$ cat src/rtl/mux_scan_ctrl.sv
// Scan sequencer for a 4-to-1 mux: steps s1:s0 through channels 0..3 with a DWELL-cycle hold and samples f.
// Optional change detector on completed snapshots enabled by defining MUX_SCAN_CHANGE_DET_EN.
module mux_scan_ctrl #(
  parameter int DWELL = 4
) (
  input  logic       clk,
  input  logic       rst,
  input  logic       start,
  input  logic       stop,
  input  logic       cont,
  input  logic       f,
  output logic       s0,
  output logic       s1,
  output logic       busy,
  output logic [3:0] snap,
  output logic       snap_valid,
  output logic [7:0] frame_cnt
`ifdef MUX_SCAN_CHANGE_DET_EN
  ,
  output logic       changed
`endif
);

  typedef enum logic {IDLE, SCAN} state_t;

  localparam logic [7:0] DWELL_M1 = 8'(DWELL - 1);

  state_t     state, state_nx;
  logic [1:0] chan;
  logic [7:0] dcnt;
  logic [2:0] shadow;
  logic       last_dwell;
  logic       frame_done;

  assign last_dwell = (state == SCAN) && (dcnt == DWELL_M1);
  assign frame_done = last_dwell && (chan == 2'd3) && !stop;

  // chan is held at 0 outside SCAN, so the selectors come straight from the register
  assign {s1, s0} = chan;
  assign busy     = (state == SCAN);

  always_ff @(posedge clk) begin
    if (rst) state <= IDLE;
    else     state <= state_nx;
  end

  always_comb begin
    state_nx = state;
    case (state)
      IDLE: if (start && !stop) state_nx = SCAN;
      SCAN: begin
        if (stop)                   state_nx = IDLE;
        else if (frame_done && !cont) state_nx = IDLE;
      end
      default: state_nx = IDLE;
    endcase
  end

  always_ff @(posedge clk) begin
    if (rst) begin
      chan       <= 2'd0;
      dcnt       <= 8'd0;
      shadow     <= 3'd0;
      snap       <= 4'd0;
      snap_valid <= 1'b0;
      frame_cnt  <= 8'd0;
    end else begin
      snap_valid <= 1'b0;
      if (state != SCAN || stop) begin
        chan <= 2'd0;
        dcnt <= 8'd0;
      end else if (last_dwell) begin
        dcnt <= 8'd0;
        chan <= chan + 2'd1;
        case (chan)
          2'd0: shadow[0] <= f;
          2'd1: shadow[1] <= f;
          2'd2: shadow[2] <= f;
          default: begin
            snap       <= {f, shadow};
            snap_valid <= 1'b1;
            frame_cnt  <= frame_cnt + 8'd1;
          end
        endcase
      end else begin
        dcnt <= dcnt + 8'd1;
      end
    end
  end

`ifdef MUX_SCAN_CHANGE_DET_EN
  logic [3:0] prev_snap;

  always_ff @(posedge clk) begin
    if (rst) begin
      prev_snap <= 4'd0;
      changed   <= 1'b0;
    end else begin
      changed <= 1'b0;
      if (frame_done) begin
        prev_snap <= {f, shadow};
        changed   <= ({f, shadow} != prev_snap);
      end
    end
  end
`endif

endmodule
$ cat config.mk
export PLATFORM = sky130hd
export DESIGN_NAME = mux_scan_ctrl
export DESIGN_NICKNAME = d
export VERILOG_FILES = /design/src/rtl/mux_scan_ctrl.sv
export SDC_FILE = /design/constraint.sdc
export NUM_CORES = 1
export LEC_CHECK = 0
export ABC_AREA = 0
export CAP_MARGIN = 20
export CORE_UTILIZATION = 45
export CTS_CLUSTER_SIZE = 40
export DETAILED_ROUTE_END_ITERATION = 12
export GPL_TIMING_DRIVEN = 0
export HOLD_SLACK_MARGIN = 0.03
export PLACE_DENSITY = 0.73
export SYNTH_ARGS = -nofsm -noshare
export SYNTH_HDL_FRONTEND = slang
export SYNTH_SLANG_ARGS = --single-unit
$ cat constraint.sdc
create_clock -name clk -period 1.65 [get_ports clk]
set_input_delay 0.33 -clock clk [delete_from_list [all_inputs] [get_ports clk]]
set_output_delay 0.33 -clock clk [all_outputs]
set_load 0.03 [all_outputs]
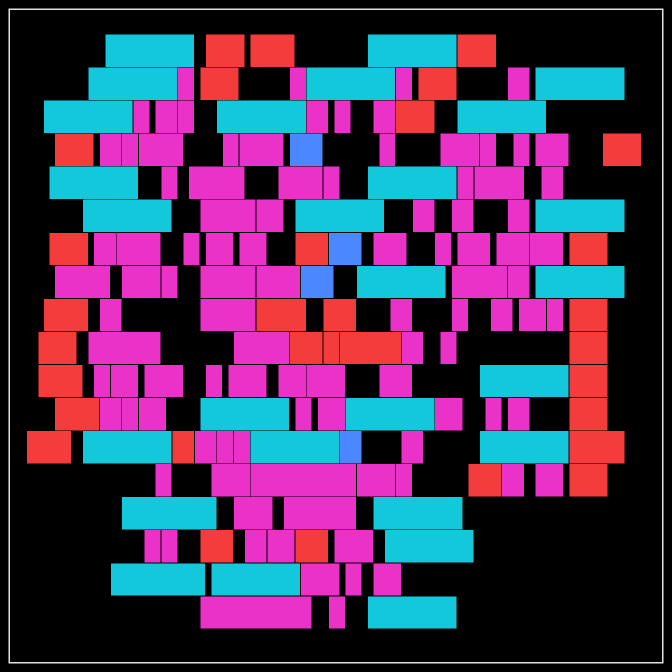
Fig. 1. Cell classes on the final placement (run 1).
legend:
  red:
    class: other buffers and delay cells
    cells: 31
  cyan:
    class: flip-flops
    cells: 27
  blue:
    class: clock drivers and dummy loads
    cells: 4
  magenta:
    class: all other logic
    cells: 99

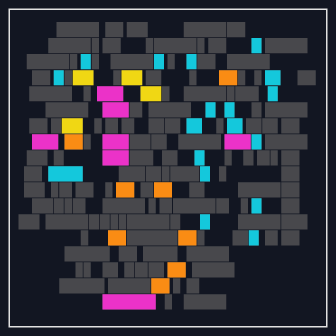
Fig. 2. Logic cells by family (run 1).
legend:
  yellow:
    family: multiplexers
    cells: 4
    most_used: mux2i_1
  magenta:
    family: adder and majority cells
    cells: 7
    most_used: ha_1
  orange:
    family: XOR/XNOR gates
    cells: 8
    most_used: xnor2_1
  cyan:
    family: inverting AOI/OAI gates
    cells: 18
    most_used: a21oi_1
fin cells: 191
top logic cell by instance count in the layout: dfxtp_1

==> reports/metrics.yaml, run 1 <==
yosys:
  adder_share: 0.07292
  async_flop_share: 0
  synth_area_um2: 1201
  ys_types: 31
  synth_warnings: 0
  synth-simple-area-share: 0.2667
  ys_sh_aoi: 0.08438
  yosys_area_um2: 1201
  fp_nets: 143
critical_path:
  cp.depth: 6
  startpoint: "dcnt[1]"
  cp-start-kind: "flop"
  worst_setup_path_end_kind: "flop"
  regToRegStartpoint: "dcnt[1]"
  cp_max_fo: 3
floorplanning:
  die_x_um: 53.67
  chipArea_um2: 2880
  core_area_um2: 2500
  rows: 18
detailed_routing:
  vias: 1029
  antenna_left: 0
final_layout:
  fin_area_um2: 1548
  n_all_buffers: 31
  area_share_nonclk_buffers: 0.1762
  logic_gates: 95
  drive_gt1_frac: 0.1491
  comb_share: 0.4212
  register_area_um2: 543.0
  sh_seq_area: 0.3508
clock_network:
  clock_tree.root_cell: "clkbuf_4"
  tritoncts: "built"
  cts_hold_buf: 0
  clockBufferDepth: 2
placement:
  dpl_cell_area_um2: 1451
  dp.cells: 181
power_and_ir_drop:
  vdd_drop_max_v: 0.0005006
global_routing:
  grt_overflow: 0
run_status:
  status: "completed"
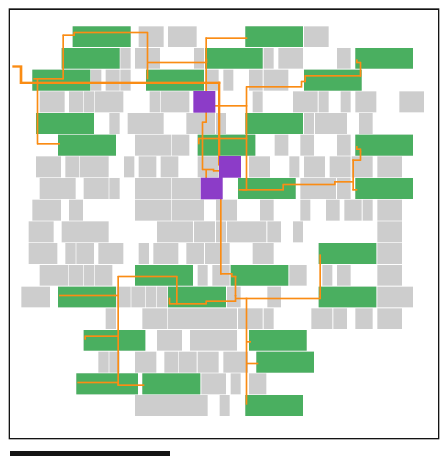
Fig. 3. Routed clock nets over the placement (run 1).
Scale bar: 20 um.
legend:
  purple:
    item: cells driving clock nets
    count: 3
  orange:
    item: clock wires
    length: 277 um
  green:
    item: flip-flops
    count: 27
flops lie: spread over the die
routed clock nets: 4

==> run 1: routing by layer <==
metal  share of wire  up-vias  global-route usage
met5               0        -                   0
met4          0.0043        0             0.05263
met3           0.038        2             0.02542
met2            0.49       19              0.3148
met1            0.47      486              0.2228
li1                -      522                   -
==> run 1: report_power, final <==
part	switching, W	total, W	internal [W]
clock	0.000184	0.000275	0.0000905
sequential	0.00000195	0.000656	0.000654
combinational	0.0000190	0.0000365	0.0000175
==> run 1: cell families after synthesis <==
group,Yosys count
adders and majority gates,7
xor gates and xnor gates,8
and+or+nand+nor,58
muxes,4
AOI/OAI and AO/OA,18
DFF,27
buffers and inverters,8
--- run 2 (diff from run 1) ---
--- a/config.mk
+++ b/config.mk
@@ -13,6 +13,7 @@
 export GPL_TIMING_DRIVEN = 0
 export HOLD_SLACK_MARGIN = 0.03
 export PLACE_DENSITY = 0.73
+export SKIP_CTS_REPAIR_TIMING = 1
 export SYNTH_ARGS = -nofsm -noshare
 export SYNTH_HDL_FRONTEND = slang
 export SYNTH_SLANG_ARGS = --single-unit
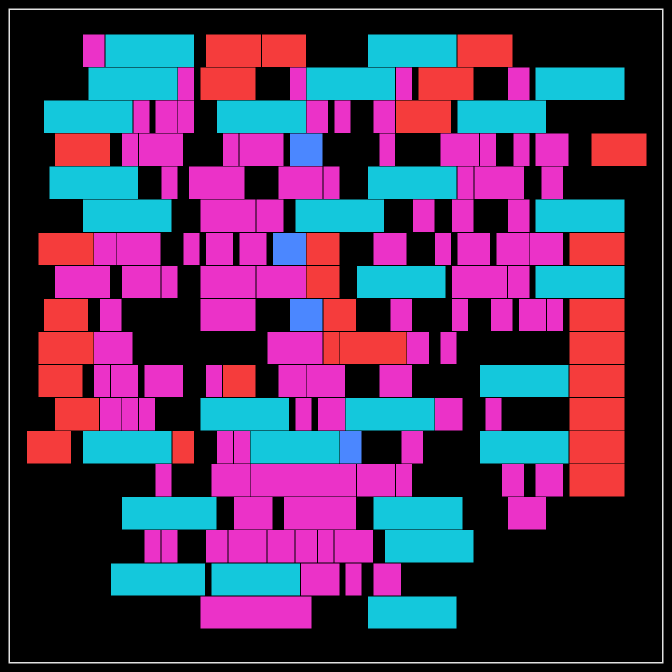
Fig. 4. Cell classes on the final placement (run 2).
legend:
  red:
    class: other buffers and delay cells
    cells: 28
  magenta:
    class: all other logic
    cells: 99
  cyan:
    class: flip-flops
    cells: 27
  blue:
    class: clock drivers and dummy loads
    cells: 4
flop share of the area: 0.3450
core area: 2500 um2
Rows: 18

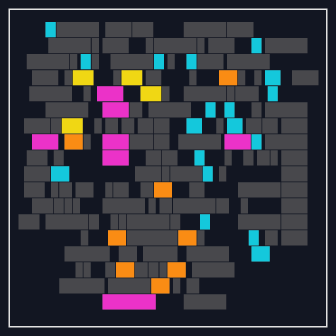
Fig. 5. Logic cells by family (run 2).
legend:
  yellow:
    family: multiplexers
    cells: 4
    most_used: mux2i_1
  orange:
    family: XOR/XNOR gates
    cells: 8
    most_used: xnor2_1
  magenta:
    family: adder and majority cells
    cells: 7
    most_used: ha_1
  cyan:
    family: inverting AOI/OAI gates
    cells: 18
    most_used: a21oi_1
logic share of the area: 0.4110
fin cells: 188

==> run 2 against run 1 <==
Against the previous run:
- the flow now finishes with violations (negative setup slack)
- power rose by 0.55%
- setup slack got worse by 0.056 ns
- core utilization rose by 1.1 points
- fmax fell by 3.4%
- routed wire length rose by 1.6%
- clock power rose by 2%
- largest cell class unchanged
- critical path depth fell by 1
==> reports/metrics.yaml, run 2 <==
run_status:
  status: "finished with violations"
  violations: "negative setup slack"
timing:
  setup_ws_ns: -0.01899
  setup_viol: 3
clock_network:
  clock_tree.root_cell: "clkbuf_4"
  tritoncts: "built"
power_and_ir_drop:
  vdd_drop_max_v: 0.0004995  # -0.22%
  powerClk_w: 0.000280  # +2%
  seq_cell_power_w: 0.000656  # about the same
  power.group.top: "sequential cells"
  power_frac_comb: 0.037  # about the same
  p_clk_frac: 0.288  # +0.004
  p_int_w: 0.0007617  # about the same
  power_frac_seq: 0.675  # -0.003
  power_combinational_w: 0.0000363  # about the same
  p_switching_w: 0.0002104  # +2.6%
final_layout:
  area_share_nonclk_buffers: 0.1932  # +0.01693
  lay_top_count: "dfxtp_1"
  fin_area_um2: 1574  # +1.7%
  drive_gt1_frac: 0.1266  # -0.02249
  n_all_buffers: 28  # -9.7%
  register_area_um2: 543.0  # unchanged
  logic_gates: 95  # unchanged
critical_path:
  regToRegStartpoint: "dcnt[0]"
  cp-start-kind: "flop"
  worst_setup_path_end_kind: "flop"
  cp_max_fo: 5  # +2
placement:
  dp.cells: 181  # unchanged
detailed_routing:
  antenna_left: 0  # unchanged
floorplanning:
  chipArea_um2: 2880  # unchanged
  die_x_um: 53.67  # unchanged
global_routing:
  grt_overflow: 0  # unchanged
  use_met3: 0.02825  # +0.002825
  grtUsageMet1: 0.2134  # -0.009373
  busiest_layer: "met2"
yosys:
  synth_warnings: 0  # unchanged
  fp_nets: 143  # unchanged
  adder_share: 0.07292  # unchanged
  synth_area_um2: 1201  # unchanged
  async_flop_share: 0  # unchanged
  synth-simple-area-share: 0.2667  # unchanged
  ys_types: 31  # unchanged
==> run 2: layer usage <==
| layer | up-vias | part of all wire |
|---|---|---|
| met1 | 464 | 0.46 |
| li1 | 514 | - |
| met5 | - | 0 |
| met4 | 0 | 0.010 |
| met3 | 4 | 0.038 |
| met2 | 22 | 0.49 |
==> run 2: path summary, 6_finish.rpt <==
path,to,slack (ns),cells past startpoint
max,frame_cnt[7],-0.02,5
min,snap[2],0.46,2
max reg2reg,frame_cnt[7],-0.02,5
min reg2reg,snap[2],0.46,2
==> run 2: worst register-to-register path, delay by kind of cell (launching register included) <==
family                   cells  cell delay, ns
AND-OR/OR-AND                1            0.14
AND/OR/NAND/NOR              3            0.95
adder cells (fa/ha/maj)      1            0.14
flip-flops                   1            0.38
Fig. 6: run 2, where the registers sit
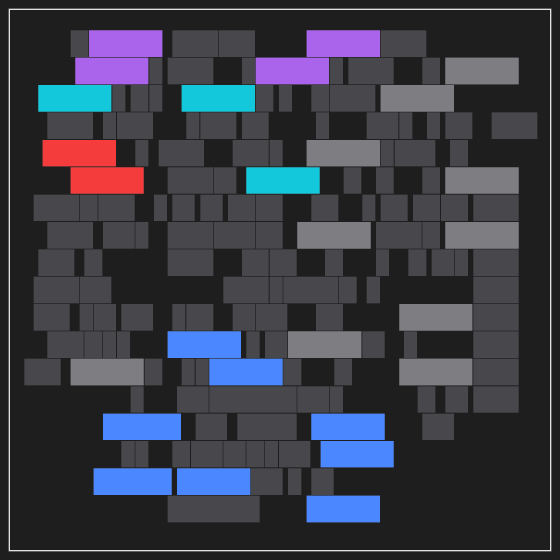

--- run 3 (diff from run 2) ---
--- a/config.mk
+++ b/config.mk
@@ -13,6 +13,7 @@
 export GPL_TIMING_DRIVEN = 0
 export HOLD_SLACK_MARGIN = 0.03
 export PLACE_DENSITY = 0.73
+export REMOVE_ABC_BUFFERS = 1
 export SKIP_CTS_REPAIR_TIMING = 1
 export SYNTH_ARGS = -nofsm -noshare
 export SYNTH_HDL_FRONTEND = slang
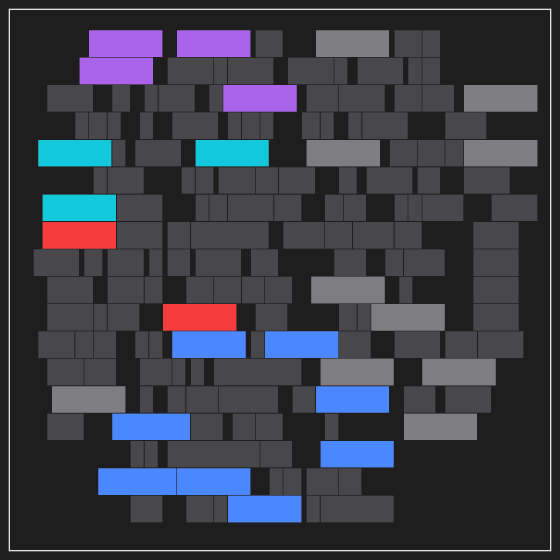
Fig. 7. Where the registers sit (run 3).
legend:
  red:
    signal: `chan`
    placed_flops: 2
  purple:
    signal: `snap`
    placed_flops: 4
  blue:
    signal: `dcnt`
    placed_flops: 8
  cyan:
    signal: `shadow`
    placed_flops: 3
Flop area: 543.0 um2
P_seq: 0.000656 W
final core occ: 0.6702
flop share of the area: 0.3241

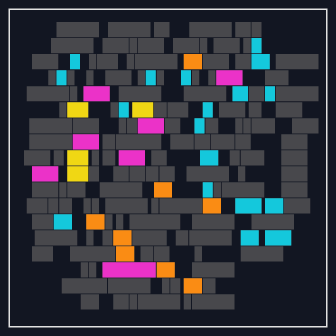
Fig. 8. Logic cells by family (run 3).
legend:
  magenta:
    family: adder and majority cells
    cells: 7
    most_used: ha_1
  yellow:
    family: multiplexers
    cells: 4
    most_used: mux2i_1
    where: middle left
  cyan:
    family: inverting AOI/OAI gates
    cells: 18
    most_used: a21oi_1
  orange:
    family: XOR/XNOR gates
    cells: 8
    most_used: xnor2_1
fin cells: 193
logic share of the area: 0.4182

==> run 3 against run 2 <==
Against the previous run:
- the run still ends with negative setup slack left
- flip-flop count unchanged
- power down 0.53%
- clock skew down 0.0037 ns
- fmax down 1.9%
- first-iteration DRC count down 20%
- core utilization up 4.1 points
- synthesized cell count unchanged
- sequential share of layout area down 2.1 points
- sequential power about the same
- highest routed layer unchanged
- critical endpoint is now frame_cnt[3]
- non-clock buffer count up 4
==> reports/metrics.yaml, run 3 <==
power_and_ir_drop:
  powerClk_w: 0.000277  # about the same
  power_frac_comb: 0.036  # about the same
  p_clk_frac: 0.286  # -0.002
  power_combinational_w: 0.0000347  # -4%
  power.group.top: "sequential cells"
  p_switching_w: 0.0002069  # -1.7%
  vdd_drop_max_v: 0.0004736  # -5.2%
  p_int_w: 0.0007601  # -0.22%
critical_path:
  r2r_cells: 7  # +2
  crit_type: "flop to flop"
  cp_max_fo: 7  # +2
run_status:
  violations: "negative setup slack"
  status: "finished with violations"
detailed_routing:
  antenna_left: 0  # unchanged
  dr_wl_met2_mm: 1.294  # +11%
  wl_met3_um: 102  # +13%
  routed_via_density: 5.342
  top_layer: "met4"
  routedLengthMet1_mm: 1.221  # +11%
clock_network:
  clock_tree.root_cell: "clkbuf_4"
  tritoncts: "built"
floorplanning:
  chipArea_um2: 2880  # unchanged
  rows: 18  # unchanged
  die_x_um: 53.67  # unchanged
  initial_core_util: 0.4805
  core_area_um2: 2500  # unchanged
global_routing:
  first_global_vias: 937
  grtUsageMet1: 0.2120  # -0.001459
  busiest_layer: "met2"
  grt_overflow: 0  # unchanged
flow_run:
  tool_warnings: 30
worst_hold_path:
  hold_depth: 2  # unchanged
  hold_end: "snap[1]"
yosys:
  synth-simple-area-share: 0.2667  # unchanged
  async_flop_share: 0  # unchanged
  synth_warnings: 0  # unchanged
  synth_area_um2: 1201  # unchanged
  adder_share: 0.07292  # unchanged
timing:
  rsz0062_at_grt: "true"
  skew_ns: 0.004728
  fmax_ghz: 0.5879
  setup_ws_ns: -0.05105  # -0.03206 ns
  setup_viol: 2  # -1
final_layout:
  fin_area_um2: 1675  # +6.4%
  drive_gt1_frac: 0.2086  # +0.08201
  lay_top_count: "dfxtp_1"
placement:
  dp.cells: 177  # -2.2%
-- run 3: final cells by class --
cell class,instances,area share
clock buffers,3,0.01344
clock inverters,1,0.002987
inverters,4,0.008962
multi-input cells,96,0.4182
flip-flops and latches,27,0.3241
well taps,30,0.02240
repair buffers,32,0.2099
-- run 3: how the worst max path moves through the flow --
| stage | endpoint | slack (ns) | cells after the start |
|---|---|---|---|
| 6_report | frame_cnt[3] | -0.05 | 7 |
| 5_1_grt | frame_cnt[3] | -0.11 | 7 |
| 4_1_cts | frame_cnt[4] | -0.52 | 5 |
| 3_5_place_dp | frame_cnt[4] | -0.48 | 5 |
| 3_3_place_gp | frame_cnt[4] | -0.46 | 5 |
| 2_1_floorplan | frame_cnt[4] | -0.21 | 5 |
Power figures rest on the tool's default switching activity, not on a simulated workload.
